**config.mk**
```make
export PLATFORM = sky130hd
export DESIGN_NAME = vga_timing_gen
export DESIGN_NICKNAME = d
export VERILOG_FILES = /design/src/rtl/vga_timing_gen_pkg.sv /design/src/rtl/vga_timing_gen_axis_counter.sv /design/src/rtl/vga_timing_gen.sv
export SDC_FILE = /design/constraint.sdc
export NUM_CORES = 1
export LEC_CHECK = 0
export CAP_MARGIN = 10
export CORE_ASPECT_RATIO = 0.75
export CORE_MARGIN = 2
export CORE_UTILIZATION = 45
export DETAILED_ROUTE_END_ITERATION = 7
export DONT_BUFFER_PORTS = 1
export HOLD_SLACK_MARGIN = 0.06
export MAX_ROUTING_LAYER = met4
export PLACE_DENSITY = 0.64
export SYNTH_ARGS = -nofsm -noshare
export SYNTH_HDL_FRONTEND = slang
export SYNTH_HIERARCHICAL = 1
export SYNTH_SLANG_ARGS = --single-unit
```
**constraint.sdc**
```tcl
create_clock -name clk -period 2.7 [get_ports clk]
set_input_delay 0.54 -clock clk [delete_from_list [all_inputs] [get_ports clk]]
set_output_delay 0.54 -clock clk [all_outputs]
set_load 0.03 [all_outputs]
```
**src/rtl/vga_timing_gen_pkg.sv**
```systemverilog
// Shared VGA timing defaults (640x480@60), counter width, sync polarity and
// the window decode helper used by the per-axis flag generators.
package vga_timing_gen_pkg;

  localparam int unsigned CNT_W = 10;
  typedef logic [CNT_W-1:0] cnt_t;

  localparam int unsigned DEF_H_DISPLAY = 640;
  localparam int unsigned DEF_H_FRONT   = 16;
  localparam int unsigned DEF_H_SYNC    = 96;
  localparam int unsigned DEF_H_BACK    = 48;
  localparam int unsigned DEF_V_DISPLAY = 480;
  localparam int unsigned DEF_V_FRONT   = 10;
  localparam int unsigned DEF_V_SYNC    = 2;
  localparam int unsigned DEF_V_BACK    = 33;

  localparam logic SYNC_ACTIVE = 1'b0;

  function automatic logic in_window(input cnt_t v, input cnt_t lo, input cnt_t hi);
    return (v >= lo) && (v <= hi);
  endfunction

endpackage

```
**src/rtl/vga_timing_gen_axis_counter.sv**
```systemverilog
// Single-axis wrap counter with a registered [start,end] pulse; the pulse is
// decoded from the next count so it lines up with o_cnt in the same cycle.
module vga_axis_counter
  import vga_timing_gen_pkg::*;
#(
  parameter int unsigned TOTAL   = 800,
  parameter int unsigned P_START = 656,
  parameter int unsigned P_END   = 751,
  parameter logic        ACTIVE  = 1'b0
) (
  input  logic i_clk,
  input  logic i_rst_n,
  input  logic i_en,
  output cnt_t o_cnt,
  output cnt_t o_next,
  output logic o_wrap,
  output logic o_pulse
);

  localparam cnt_t LAST    = cnt_t'(TOTAL - 1);
  localparam cnt_t W_START = cnt_t'(P_START);
  localparam cnt_t W_END   = cnt_t'(P_END);

  cnt_t r_cnt;
  logic r_pulse;
  cnt_t w_next;
  logic w_wrap;

  always_comb begin
    w_wrap = i_en && (r_cnt == LAST);
    w_next = r_cnt;
    if (i_en) begin
      w_next = (r_cnt == LAST) ? '0 : r_cnt + cnt_t'(1);
    end
  end

  always_ff @(posedge i_clk or negedge i_rst_n) begin
    if (!i_rst_n) begin
      r_cnt   <= '0;
      r_pulse <= ~ACTIVE;
    end else if (i_en) begin
      r_cnt   <= w_next;
      r_pulse <= in_window(w_next, W_START, W_END) ? ACTIVE : ~ACTIVE;
    end
  end

  assign o_cnt   = r_cnt;
  assign o_next  = w_next;
  assign o_wrap  = w_wrap;
  assign o_pulse = r_pulse;

endmodule

```
**src/rtl/vga_timing_gen.sv**
```systemverilog
// VGA raster timing generator: pixel/line counters, syncs and blanking flags.
// Define VGA_FRAME_CNT_EN to build the free-running 8-bit frame counter.
module vga_timing_gen
  import vga_timing_gen_pkg::*;
#(
  parameter int unsigned H_DISPLAY = DEF_H_DISPLAY,
  parameter int unsigned H_FRONT   = DEF_H_FRONT,
  parameter int unsigned H_SYNC    = DEF_H_SYNC,
  parameter int unsigned H_BACK    = DEF_H_BACK,
  parameter int unsigned V_DISPLAY = DEF_V_DISPLAY,
  parameter int unsigned V_FRONT   = DEF_V_FRONT,
  parameter int unsigned V_SYNC    = DEF_V_SYNC,
  parameter int unsigned V_BACK    = DEF_V_BACK
) (
  input  logic             clk,
  input  logic             rst_n,
  input  logic             ce,
  output logic [CNT_W-1:0] pix_x,
  output logic [CNT_W-1:0] pix_y,
  output logic             hsync,
  output logic             vsync,
  output logic             display_on,
  output logic             line_start,
  output logic             frame_start,
  output logic [7:0]       frame_cnt
);

  localparam int unsigned H_TOTAL = H_DISPLAY + H_FRONT + H_SYNC + H_BACK;
  localparam int unsigned V_TOTAL = V_DISPLAY + V_FRONT + V_SYNC + V_BACK;
  localparam cnt_t        H_VIS   = cnt_t'(H_DISPLAY);
  localparam cnt_t        V_VIS   = cnt_t'(V_DISPLAY);

  cnt_t w_h_next;
  cnt_t w_v_next;
  logic w_h_wrap;
  logic w_v_wrap;
  logic w_v_en;
  logic r_display_on;
  logic r_line_start;
  logic r_frame_start;

  assign w_v_en = ce & w_h_wrap;

  vga_axis_counter #(
    .TOTAL  (H_TOTAL),
    .P_START(H_DISPLAY + H_FRONT),
    .P_END  (H_DISPLAY + H_FRONT + H_SYNC - 1),
    .ACTIVE (SYNC_ACTIVE)
  ) u_h_axis (
    .i_clk  (clk),
    .i_rst_n(rst_n),
    .i_en   (ce),
    .o_cnt  (pix_x),
    .o_next (w_h_next),
    .o_wrap (w_h_wrap),
    .o_pulse(hsync)
  );

  vga_axis_counter #(
    .TOTAL  (V_TOTAL),
    .P_START(V_DISPLAY + V_FRONT),
    .P_END  (V_DISPLAY + V_FRONT + V_SYNC - 1),
    .ACTIVE (SYNC_ACTIVE)
  ) u_v_axis (
    .i_clk  (clk),
    .i_rst_n(rst_n),
    .i_en   (w_v_en),
    .o_cnt  (pix_y),
    .o_next (w_v_next),
    .o_wrap (w_v_wrap),
    .o_pulse(vsync)
  );

  // A wrap strobe is exactly "next count is zero", so the start pulses reuse it.
  always_ff @(posedge clk or negedge rst_n) begin
    if (!rst_n) begin
      r_display_on  <= 1'b0;
      r_line_start  <= 1'b0;
      r_frame_start <= 1'b0;
    end else if (ce) begin
      r_display_on  <= (w_h_next < H_VIS) && (w_v_next < V_VIS);
      r_line_start  <= w_h_wrap;
      r_frame_start <= w_v_wrap;
    end
  end

  assign display_on  = r_display_on;
  assign line_start  = r_line_start;
  assign frame_start = r_frame_start;

`ifdef VGA_FRAME_CNT_EN
  logic [7:0] r_frame_cnt;

  always_ff @(posedge clk or negedge rst_n) begin
    if (!rst_n) begin
      r_frame_cnt <= '0;
    end else if (w_v_wrap) begin
      r_frame_cnt <= r_frame_cnt + 8'd1;
    end
  end

  assign frame_cnt = r_frame_cnt;
`else
  assign frame_cnt = '0;
`endif

endmodule

```
### Selected gate families, run 1

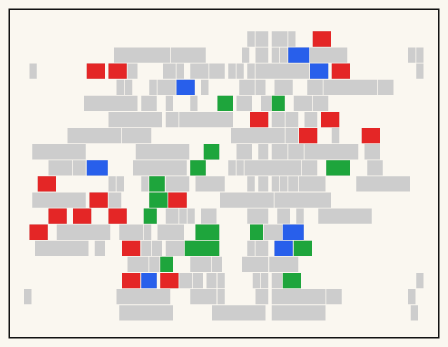
- red: XOR/XNOR gates (cells 18; most used xnor2_1)
- green: AND and OR gates (cells 14; most used and2_2)
- blue: AND-OR and OR-AND gates (cells 7)

### Routed metal, one colour a layer, run 1

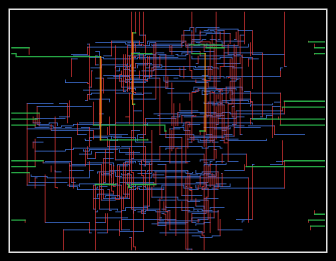
- green: met3 (wire length 212 um)
- blue: met1 (wire length 1680 um)
- orange: met4 (wire length 53.0 um)
- red: met2 (wire length 1410 um)

==> run summary, run 1 <==
fresh numbers from the pnr run: net count reported at finish ~180, count of H-tree levels built during CTS 1, antenna violations before repair 0, Worst-Skew Late Latency about 0.27 ns, start of the worst register-to-register path u_h_axis/o_cnt[1]$_DFFE_PN0P_, Synth warnings 6, sequential power share a little over two fifths, Port Buf Inserts 0, instance count after placement with tap cells included 204, final WL 3.357 mm, type of the setup path with the least slack flop to flop, part of the power in combinational logic between 30% and 40%, Synth Instances 159, unrepaired setup endpoints after global routing false, Final Hold Slack 0.1024 ns, post-placement worst setup slack approximately 0.10 ns, tool warning count 27, highest attainable clock frequency 401.2 MHz, Placement Rows 18, total gr overflow 0, fin. max-slew vios 0, via count of the first global-routing pass 1153, internal power summed over all cells 0.0006353 W, filler instances between 300 and 400, CTS tree done, DRT Pass-1 Iters 4, first element of the critical path u_h_axis/o_cnt[1]$_DFFE_PN0P_, power density cells 594.0 nW/um2, reg-to-reg setup timing slack approximately 0.21 ns, Setup crit start kind flop, count of vias placed by the detailed router about 1200, number of cells in the finished layout apart from fillers 211, leakage dissipation about 0.75 nW, commonest non-fill, non-tap cells in the layout 22 x sky130_fd_sc_hd__dfrtp_1, 15 x sky130_fd_sc_hd__buf_4, 14 x sky130_fd_sc_hd__xnor2_1, Worst EP required 2.86 ns, Core Area 3311 um2, maximum fanout encountered on the critical timing path 5, number of clock sinks 25, post-route ant nets 0, half-perimeter wire length of the detailed placement result 2.443 mm, layout cells sized above 1 23.98%, total die size 3992 um2, final total negative setup slack 0 ns, DRC 0, Final Hold Vio Count 0, GPL Wtd Cong between 0.9 and 1, slew at the pin closest to its max-slew limit 1.045 ns, clock-pin slew on the worst setup and hold paths about 0.09 ns, endpoint of the worst register-to-register path display_on$_DFFE_PN0P_, Clock Power Share 21.9%, Worst slew margin 30.09%, floorplan die width 72.29 um, post-synth design cell area approximately 1600 um2, Min-Delay Path Class primary input to asynchronous set/reset pin, worst endpoint data arrival time between 2 and 3 ns, via-per-instance ratio ~5.7, power spent charging and discharging nets 0.0003748 W, synthesized area per cell 9.899 um2, ratio of final minimum period to clock period 92.32%, Inserted Diodes 0, number of design-rule violations left by the first detailed-router iteration 95, number of cells on the worst reg-to-reg path 11, master cell of the clock root buffer sky130_fd_sc_hd__clkbuf_8, # Max-Cap Violations 0, number of clock buffers inserted by TritonCTS 3, # setup viols final 0, relative area change from synthesis to final layout 8.029%, maximum vdd ir drop 0.3743 mV, maximum number of pins on one net before global-route repair 24, switching part of the total power between 30% and 40%, run status complete, no violations, wire length of the first global-routing pass 5.602 mm, core utilization at floorplan 47.54%, largest clock skew in the final design around 0.0040 ns, post-layout min period 2.493 ns, most frequent standard cell in the layout excluding fill and tap cells sky130_fd_sc_hd__dfrtp_1, Clock Path Buffers 2, Die H 55.22 um
### The metal 2 layer, run 1

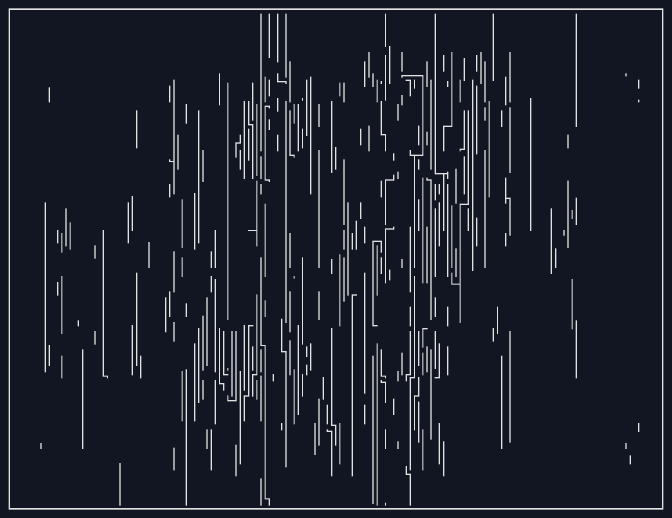
- nets with wire on the layer: 153
- main direction: vertical
- share of all routed wire: 42%
- longest straight run: 26.2 um

### Routing congestion map, run 1

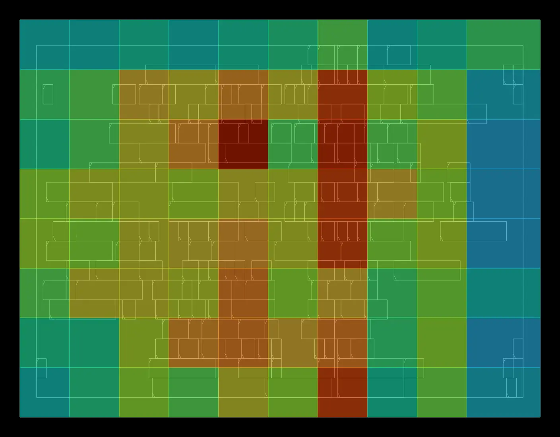
post-detailed-route wirelength per cell: 15.91 um
busiest metal layer after global routing: met1
met3 global-route usage: 5.292%
Post-Route Utilization: 51.36%
overall fraction of global-route tracks in use: 18.52%

run 1: worst max-delay path by stage:
stage / endpoint / slack (ns) / depth (start not counted)
global placement: display_on$_DFFE_PN0P_ / 0.27 / 11
global route: display_on$_DFFE_PN0P_ / 0.03 / 11
finish: display_on$_DFFE_PN0P_ / 0.21 / 11
detailed placement: display_on$_DFFE_PN0P_ / 0.10 / 11
CTS: display_on$_DFFE_PN0P_ / 0.08 / 11
floorplan: display_on$_DFFE_PN0P_ / 0.007 / 11
run 1: registers in the layout, indices dropped and copies added, names as in the netlist:
name	flops
u_h_axis/o_pulse	1
line_start	1
u_v_axis/o_pulse	1
frame_start	1
u_h_axis/o_cnt	10
display_on	1
u_v_axis/o_cnt	10
run 1: layer usage:
layer / routed length (um) / up-vias / track usage, %
li1: - / 571 / -
met1: 1682 / 578 / 26.40
met2: 1409 / 42 / 24.77
met3: 211 / 6 / 5.292
met4: 53 / 0 / 7.008
met5: 0 / - / -
run 1: layout make-up:
cell class                      instances  area [um2]  share of cell area (%)
Inverter                                9       33.78                   1.987
Timing Repair Buffer                   16       122.6                   7.211
Multi-Input combinational cell        117       819.5                   48.20
Sequential cell                        25       629.4                   37.01
Clock buffer                            4       45.04                   2.649
Tap cell                               40       50.05                   2.943
run 1: stage by stage:
step / area (um2) / utilization [%]
detailed placement: 1625 / 49.09
finish: 1700 / 51.36
global route: 1700 / 51.36
floorplan: 1602 / -
global placement: 1625 / 49.09
CTS: 1680 / 50.76
run 1: power groups by stage:
stage                     Clock [W]  Combinational [W]  Sequential (W)
final                      0.000222           0.000351        0.000437
after global routing       0.000241           0.000380        0.000442
after CTS                  0.000231           0.000351        0.000437
after detailed placement          0           0.000342        0.000445
after global placement            0           0.000343        0.000443
after floorplan                   0           0.000160        0.000553
run 1: repair_timing:
| item | 4_1_cts | 5_1_grt |
|---|---|---|
| buffers inserted | 0 | 2 |
| hold buffers | 1 | 0 |
| endpoints found under the hold margin | 23 | 0 |
| setup endpoints to repair | 0 | 1 |
| resized | 0 | 1 |
run 1: critical path, cell delays in order (launching register included):
cell	delay [ns]
sky130_fd_sc_hd__dfrtp_1	0.36
sky130_fd_sc_hd__ha_1	0.17
sky130_fd_sc_hd__nor4b_1	0.24
sky130_fd_sc_hd__and3_2	0.25
sky130_fd_sc_hd__and2_2	0.16
sky130_fd_sc_hd__and2_2	0.19
sky130_fd_sc_hd__nand4_2	0.14
sky130_fd_sc_hd__nor2_4	0.19
sky130_fd_sc_hd__nand3_1	0.15
sky130_fd_sc_hd__xnor2_1	0.19
sky130_fd_sc_hd__nand4_1	0.09
sky130_fd_sc_hd__a41o_1	0.24
--- run 2 (diff from run 1) ---
--- a/config.mk
+++ b/config.mk
@@ -13,7 +13,7 @@
 export DONT_BUFFER_PORTS = 1
 export HOLD_SLACK_MARGIN = 0.06
 export MAX_ROUTING_LAYER = met4
-export PLACE_DENSITY = 0.64
+export PLACE_DENSITY = 0.62
 export SYNTH_ARGS = -nofsm -noshare
 export SYNTH_HDL_FRONTEND = slang
 export SYNTH_HIERARCHICAL = 1
==> constraint.sdc (replaced) <==
create_clock -name clk -period 2.8 [get_ports clk]
set_input_delay 0.56 -clock clk [delete_from_list [all_inputs] [get_ports clk]]
set_output_delay 0.56 -clock clk [all_outputs]
set_load 0.03 [all_outputs]
### Routing congestion map, run 2

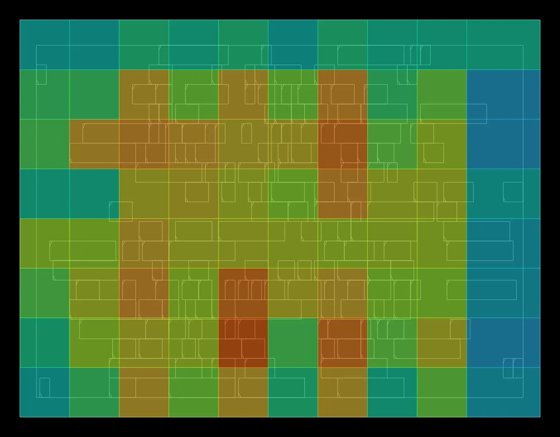
met2 track demand over resource in global routing: 23.59%
post-detailed-route wirelength per cell: 15.88 um
Post-Route Utilization: 50.72%
met3 global-route usage: 4.927%
overall fraction of global-route tracks in use: 17.72%

### Selected gate families, run 2

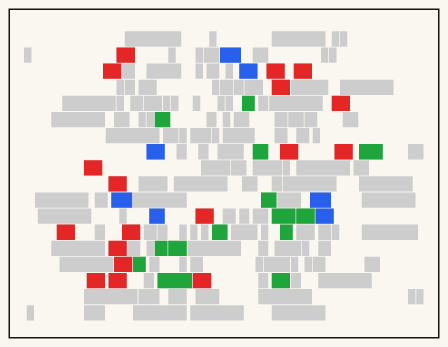
- blue: AND-OR and OR-AND gates (cells 7)
- red: XOR/XNOR gates (cells 18; most used xnor2_1)
- green: AND and OR gates (cells 14; most used and2_2)

==> run summary, run 2 <==
fresh numbers from the pnr run: Synth warnings 6 (unchanged), final WL 3.302 mm (-1.6%), ratio of final minimum period to clock period 92.85% (+0.53 points), GPL Wtd Cong 0.8123 (-12%), antenna violations before repair 0 (unchanged), post-layout min period 2.600 ns (+0.1071 ns), count of H-tree levels built during CTS 1 (unchanged), post-synth design cell area 1574 um2 (unchanged), Port Buf Inserts 0 (unchanged), number of design-rule violations left by the first detailed-router iteration 88 (-7.4%), highest attainable clock frequency 384.6 MHz (-4.1%), master cell of the clock root buffer sky130_fd_sc_hd__clkbuf_8, start of the worst register-to-register path u_h_axis/o_cnt[0]$_DFFE_PN0P_, clock-pin slew on the worst setup and hold paths 0.09 ns (about the same), relative area change from synthesis to final layout 6.677%, number of clock buffers inserted by TritonCTS 3 (unchanged), kind of capture point of the worst setup path flop, instance count on the critical path 11 (unchanged), DRT Pass-1 Iters 4 (unchanged), Highest Signal Layer met4, Setup crit start kind flop, post-route ant nets 0 (unchanged), Worst-Skew Late Latency 0.27 ns (about the same), most frequent standard cell in the layout excluding fill and tap cells sky130_fd_sc_hd__dfrtp_1, Min-Delay Path Class primary input to asynchronous set/reset pin, largest stage delay on the critical path 0.37 ns (about the same), cell family contributing the most delay on the critical path simple AND/OR/NAND/NOR gates, leakage dissipation 0.7358 nW (-1.6%), most frequent CP cell sky130_fd_sc_hd__and2_2, Clock Path Buffers 2 (unchanged), standard cell with the maximum stage delay on the critical path sky130_fd_sc_hd__dfrtp_1, core utilization at floorplan 47.54% (unchanged), Worst EP required 2.96 ns (+0.10 ns), # Max-Cap Violations 0 (unchanged), count of vias placed by the detailed router 1169 (-2.3%), CP cell instances ha_1 > nor4b_2 > and3_2 > and2_2 > and2_2 > nand4_2 > nor2_2 > nand3_1 > xnor2_1 > nand4_1 > a41o_1, largest clock skew in the final design 0.007395 ns (+0.003405 ns), reg-to-reg setup timing slack 0.20 ns (about the same), layout cells sized above 1 23.21% (-0.76 points), worst endpoint data arrival time 2.76 ns (+0.11 ns), Placement Rows 18 (unchanged), wire length of the first global-routing pass 5.361 mm (-4.3%), number of cells on the worst reg-to-reg path 11 (unchanged), maximum vdd ir drop 0.3129 mV (-16%), summed area of non-filler cells in the final layout 1679 um2 (-1.3%), Core Area 3311 um2 (unchanged), commonest non-fill, non-tap cells in the layout 23 x sky130_fd_sc_hd__dfrtp_1, 14 x sky130_fd_sc_hd__xnor2_1, 12 x sky130_fd_sc_hd__buf_4, 12 x sky130_fd_sc_hd__nand2_1, 11 x sky130_fd_sc_hd__nor2_1, maximum fanout encountered on the critical timing path 6 (+1), met1 layer wirelength in the final routing 1.623 mm (-3.5%), total die size 3992 um2 (unchanged), half-perimeter wire length of the detailed placement result 2.454 mm (+0.44%), slew at the pin closest to its max-slew limit 1.052 ns (+0.006238 ns), net count reported at finish 175 (-1.7%), Die H 55.22 um (unchanged), DRC 0 (unchanged), power density cells 577.9 nW/um2 (-2.7%), via count of the first global-routing pass 1046 (-9.3%), final total negative setup slack 0 ns (unchanged), Final Hold Vio Count 0 (unchanged), # setup viols final 0 (unchanged), IO Pins 36, number of clock sinks 25 (unchanged), first element of the critical path u_h_axis/o_cnt[0]$_DFFE_PN0P_, tool warning count 27 (unchanged), type of the setup path with the least slack flop to flop, floorplan die width 72.29 um (unchanged), Inserted Diodes 0 (unchanged), unrepaired setup endpoints after global routing false, Synth Instances 159 (unchanged), fin. max-slew vios 0 (unchanged), CTS tree done, total placed instance area 1617 um2 (-0.54%), number of buffer and inverter instances along the worst setup path 0 (unchanged), endpoint of the worst register-to-register path display_on$_DFFE_PN0P_, total gr overflow 0 (unchanged), met2 wire length 1.374 mm (-2.5%), maximum number of pins on one net before global-route repair 24 (unchanged), met3 wire length 294 um (+39%), Worst slew margin 29.67% (-0.42 points), via-per-instance ratio 5.620 (-0.93%), synthesized area per cell 9.899 um2 (unchanged), run status complete, no violations
### Routed metal, one colour a layer, run 2

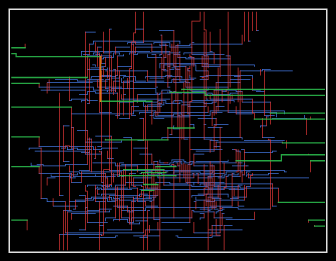
- blue: met1 (wire length 1620 um)
- orange: met4 (wire length 10.2 um)
- red: met2 (wire length 1370 um)
- green: met3 (wire length 294 um)

run 2: metal layers:
layer  up-vias  GRT usage [%]
met5         -              -
met4         0          2.426
met3         2          4.927
met2        40          23.59
met1       559          27.30
li1        568              -
run 2: area by class of cell:
class | count | area, um2
fill | 317 | 1632
multi-input combinational | 117 | 820.8
sequential | 25 | 628.1
timing repair buffer | 13 | 100.1
tap | 40 | 50.05
clock buffer | 3 | 41.29
inverter | 9 | 33.78
clock inverter | 1 | 5.005
run 2: how the worst max path moves through the flow:
| stage | endpoint | slack [ns] |
|---|---|---|
| after floorplan | display_on$_DFFE_PN0P_ | 0.1 |
| after global placement | display_on$_DFFE_PN0P_ | 0.40 |
| after detailed placement | display_on$_DFFE_PN0P_ | 0.18 |
| after CTS | display_on$_DFFE_PN0P_ | 0.14 |
| after global routing | display_on$_DFFE_PN0P_ | 0.006 |
| final | display_on$_DFFE_PN0P_ | 0.20 |
run 2: through the flow:
| step | instances | setup WS, ns | util (%) | hold slack [ns] | power (W) |
|---|---|---|---|---|---|
| 2_1_floorplan | 166 | 0.09685 | - | 0.2644 | 0.0006875 |
| 3_3_place_gp | 203 | 0.4020 | 48.83 | 0.2649 | 0.0007566 |
| 3_5_place_dp | 203 | 0.1809 | 48.83 | 0.2650 | 0.0007574 |
| 4_1_cts | 208 | 0.1438 | 50.53 | 0.1148 | 0.0009789 |
| 5_1_grt | 208 | 0.006229 | 50.72 | 0.1013 | 0.001031 |
| 6_report | 208 | 0.2002 | 50.72 | 0.1241 | 0.0009703 |
run 2: timing repair:
| item | CTS | global route |
|---|---|---|
| setup endpoints to repair | 0 | 1 |
| hold buffers | 1 | 0 |
| hold endpoints to repair | 23 | 0 |
| resized | 0 | 1 |
| setup buffers | 0 | 0 |
run 2: power breakdown:
group	total [W]	switching, W	internal (W)
registers	0.000424	0.0000250	0.000399
logic	0.000335	0.000223	0.000112
clock network	0.000211	0.000112	0.0000994
--- run 3 (diff from run 2) ---
--- a/config.mk
+++ b/config.mk
@@ -5,9 +5,9 @@
 export SDC_FILE = /design/constraint.sdc
 export NUM_CORES = 1
 export LEC_CHECK = 0
-export CAP_MARGIN = 10
+export CAP_MARGIN = 20
 export CORE_ASPECT_RATIO = 0.75
-export CORE_MARGIN = 2
+export CORE_MARGIN = 4
 export CORE_UTILIZATION = 45
 export DETAILED_ROUTE_END_ITERATION = 7
 export DONT_BUFFER_PORTS = 1
### The metal 2 layer, run 3

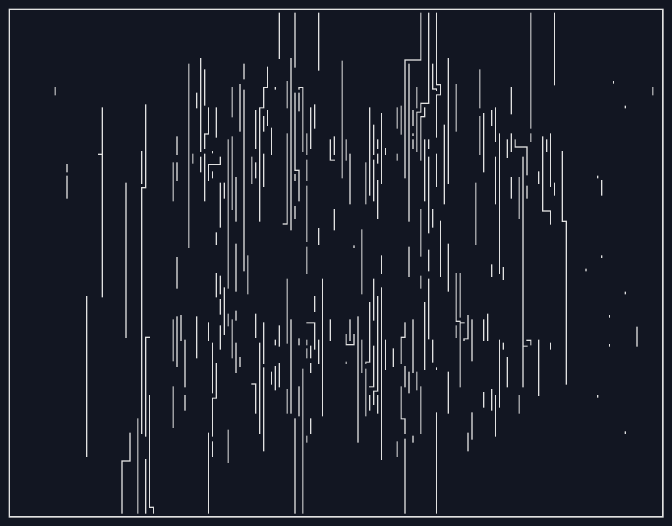
- share of all routed wire: 40%
- wire length on this layer: 1330 um
- nets with wire on the layer: 135
- main direction: vertical
final WL: 3.334 mm
met2 track demand over resource in global routing: 23.53%
count of vias placed by the detailed router: 1156

### Routed metal, one colour a layer, run 3

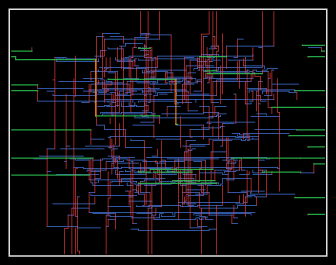
- green: met3 (wire length 303 um)
- red: met2 (wire length 1330 um)
- orange: met4 (wire length 24.5 um)
- blue: met1 (wire length 1680 um)
overall fraction of global-route tracks in use: 16.44%
post-detailed-route wirelength per cell: 16.11 um

==> run summary, run 3 <==
fresh numbers from the pnr run: worst endpoint data arrival time 2.69 ns (-0.07 ns), most frequent standard cell in the layout excluding fill and tap cells sky130_fd_sc_hd__dfrtp_1, Port Buf Inserts 0 (unchanged), CTS tree done, Synth Instances 159 (unchanged), DRC 0 (unchanged), count of H-tree levels built during CTS 1 (unchanged), run status complete, no violations, half-perimeter wire length of the detailed placement result 2.418 mm (-1.5%), commonest non-fill, non-tap cells in the layout 23 x sky130_fd_sc_hd__dfrtp_1, 14 x sky130_fd_sc_hd__xnor2_1, 12 x sky130_fd_sc_hd__nand2_1, slew at the pin closest to its max-slew limit 0.5885 ns (-0.4630 ns), power density cells 582.7 nW/um2 (+0.83%), maximum number of pins on one net before global-route repair 24 (unchanged), layout cells sized above 1 22.16% (-1.1 points), Clock Path Buffers 2 (unchanged), cell family contributing the most delay on the critical path simple AND/OR/NAND/NOR gates, antenna violations before repair 0 (unchanged), master cell of the clock root buffer sky130_fd_sc_hd__clkbuf_8, Core Area 3333 um2 (+0.68%), Inserted Diodes 0 (unchanged), Worst-Skew Late Latency 0.26 ns (about the same), number of buffer and inverter instances along the worst setup path 0 (unchanged), via-per-instance ratio 5.585 (-0.63%), number of clock buffers inserted by TritonCTS 3 (unchanged), Synth warnings 6 (unchanged), ratio of final minimum period to clock period 90.46% (-2.4 points), GPL Wtd Cong 0.8652 (+6.5%), number of cells in the finished layout apart from fillers 207 (-0.48%), fin. max-slew vios 0 (unchanged), Die H 59.22 um (+7.2%), post-layout min period 2.533 ns (-0.06685 ns), via count of the first global-routing pass 1106 (+5.7%), Post-Route Utilization 50.23% (-0.49 points), Final Hold Vio Count 0 (unchanged), Min-Delay Path Class primary input to asynchronous set/reset pin, floorplan die width 76.29 um (+5.5%), total placed instance area 1609 um2 (-0.46%), relative area change from synthesis to final layout 6.360%, filler instances 311 (-1.9%), unrepaired setup endpoints after global routing false, post-synth design cell area 1574 um2 (unchanged), largest stage delay on the critical path 0.36 ns (about the same), kind of capture point of the worst setup path flop, final total negative setup slack 0 ns (unchanged), instance count after placement with tap cells included 202 (-0.49%), Final Hold Slack 0.09137 ns (-0.03269 ns), maximum fanout encountered on the critical timing path 6 (unchanged), Placement Rows 18 (unchanged), wire length of the first global-routing pass 5.602 mm (+4.5%), post-route ant nets 0 (unchanged), most frequent CP cell sky130_fd_sc_hd__and2_2, IO Pins 36 (unchanged), clock-pin slew on the worst setup and hold paths 0.08 ns (about the same), total die size 4518 um2 (+13%), synthesized area per cell 9.899 um2 (unchanged), tool warning count 27 (unchanged), summed area of non-filler cells in the final layout 1674 um2 (-0.30%), net count reported at finish 174 (-0.57%), largest clock skew in the final design 0.001799 ns (-0.005596 ns), Worst EP required 2.96 ns (about the same), DRT Pass-1 Iters 5 (+1), number of design-rule violations left by the first detailed-router iteration 111 (+26%), highest attainable clock frequency 394.8 MHz (+2.6%), CP cell instances ha_1 > nor4b_1 > and3_2 > and2_2 > and2_2 > nand4_2 > nor2_2 > nand3_1 > xnor2_1 > nand4_1 > a41o_1, standard cell with the maximum stage delay on the critical path sky130_fd_sc_hd__dfrtp_1, multi-input gate area in the final layout 814.5 um2 (-0.76%), Setup crit start kind flop, maximum vdd ir drop 0.3314 mV (+5.9%), # Max-Cap Violations 0 (unchanged), Worst slew margin 60.77% (+31 points), number of clock sinks 25 (unchanged), leakage dissipation 0.7335 nW (-0.32%), Register Area 628.1 um2 (unchanged), core utilization at floorplan 47.22% (-0.32 points), # setup viols final 0 (unchanged), type of the setup path with the least slack flop to flop, total gr overflow 0 (unchanged)
### Cell area per tile, run 3

8 x 6 tiles, from white (low) to dark blue (high), 0 to 100% covered.
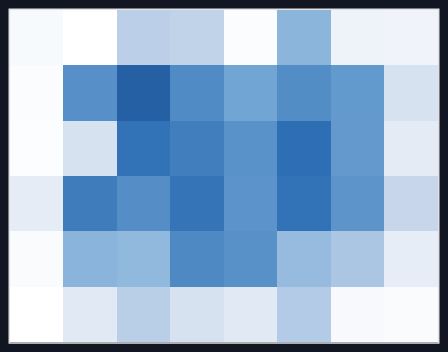
- nearly empty tiles: 10%
- tiles over 75% full: 4.2%
- densest ninth of the die: centre

run 3: power breakdown:
part	switching, W	total [W]	internal (W)
Combinational	0.000230	0.000344	0.000114
Sequential	0.0000223	0.000421	0.000399
Clock	0.000109	0.000211	0.000102
Total	0.000361	0.000975	0.000614
run 3: repair_timing:
| item | CTS | global route |
|---|---|---|
| hold endpoints to repair | 23 | 0 |
| setup endpoints to repair | 0 | 0 |
| buffers inserted | 0 | 0 |
| hold buffers | 1 | 0 |
| resized | 0 | 0 |
run 3: worst paths after layout:
check | start | to | slack [ns] | cells past startpoint
max | u_h_axis/o_cnt[1]$_DFFE_PN0P_ | display_on$_DFFE_PN0P_ | 0.27 | 11
min | rst_n | u_v_axis/o_cnt[0]$_DFFE_PN0P_ | 0.09 | 1
max reg2reg | u_h_axis/o_cnt[1]$_DFFE_PN0P_ | display_on$_DFFE_PN0P_ | 0.27 | 11
min reg2reg | u_v_axis/o_pulse$_DFFE_PN1P_ | u_v_axis/o_pulse$_DFFE_PN1P_ | 0.57 | 2
max in group asynchronous | rst_n | u_v_axis/o_cnt[4]$_DFFE_PN0P_ | 2.56 | 1
min in group clk | ce | u_h_axis/o_cnt[0]$_DFFE_PN0P_ | 0.38 | 1
run 3: metrics by stage:
step           power (W)  setup WS, ns
3_5_place_dp   0.0007606        0.3103
4_1_cts        0.0009884        0.2848
3_3_place_gp   0.0007552        0.3928
2_1_floorplan  0.0006875       0.09685
6_report       0.0009755        0.2670
5_1_grt         0.001034       0.08165
run 3: cell type report:
class,count,area share (%)
Clock buffer,4,2.691
Inverter,9,2.018
Multi-Input combinational cell,117,48.65
Sequential cell,25,37.52
Tap cell,40,2.990
Timing Repair Buffer,12,6.129
run 3: layer usage:
| layer | vias up | wire length (um) | GRT usage, % |
|---|---|---|---|
| met5 | - | 0 | - |
| met4 | 0 | 24 | 3.101 |
| met3 | 4 | 302 | 5.623 |
| met1 | 546 | 1679 | 22.75 |
| li1 | 563 | - | - |
| met2 | 43 | 1328 | 23.53 |
Power is estimated from default activity; no workload was simulated.
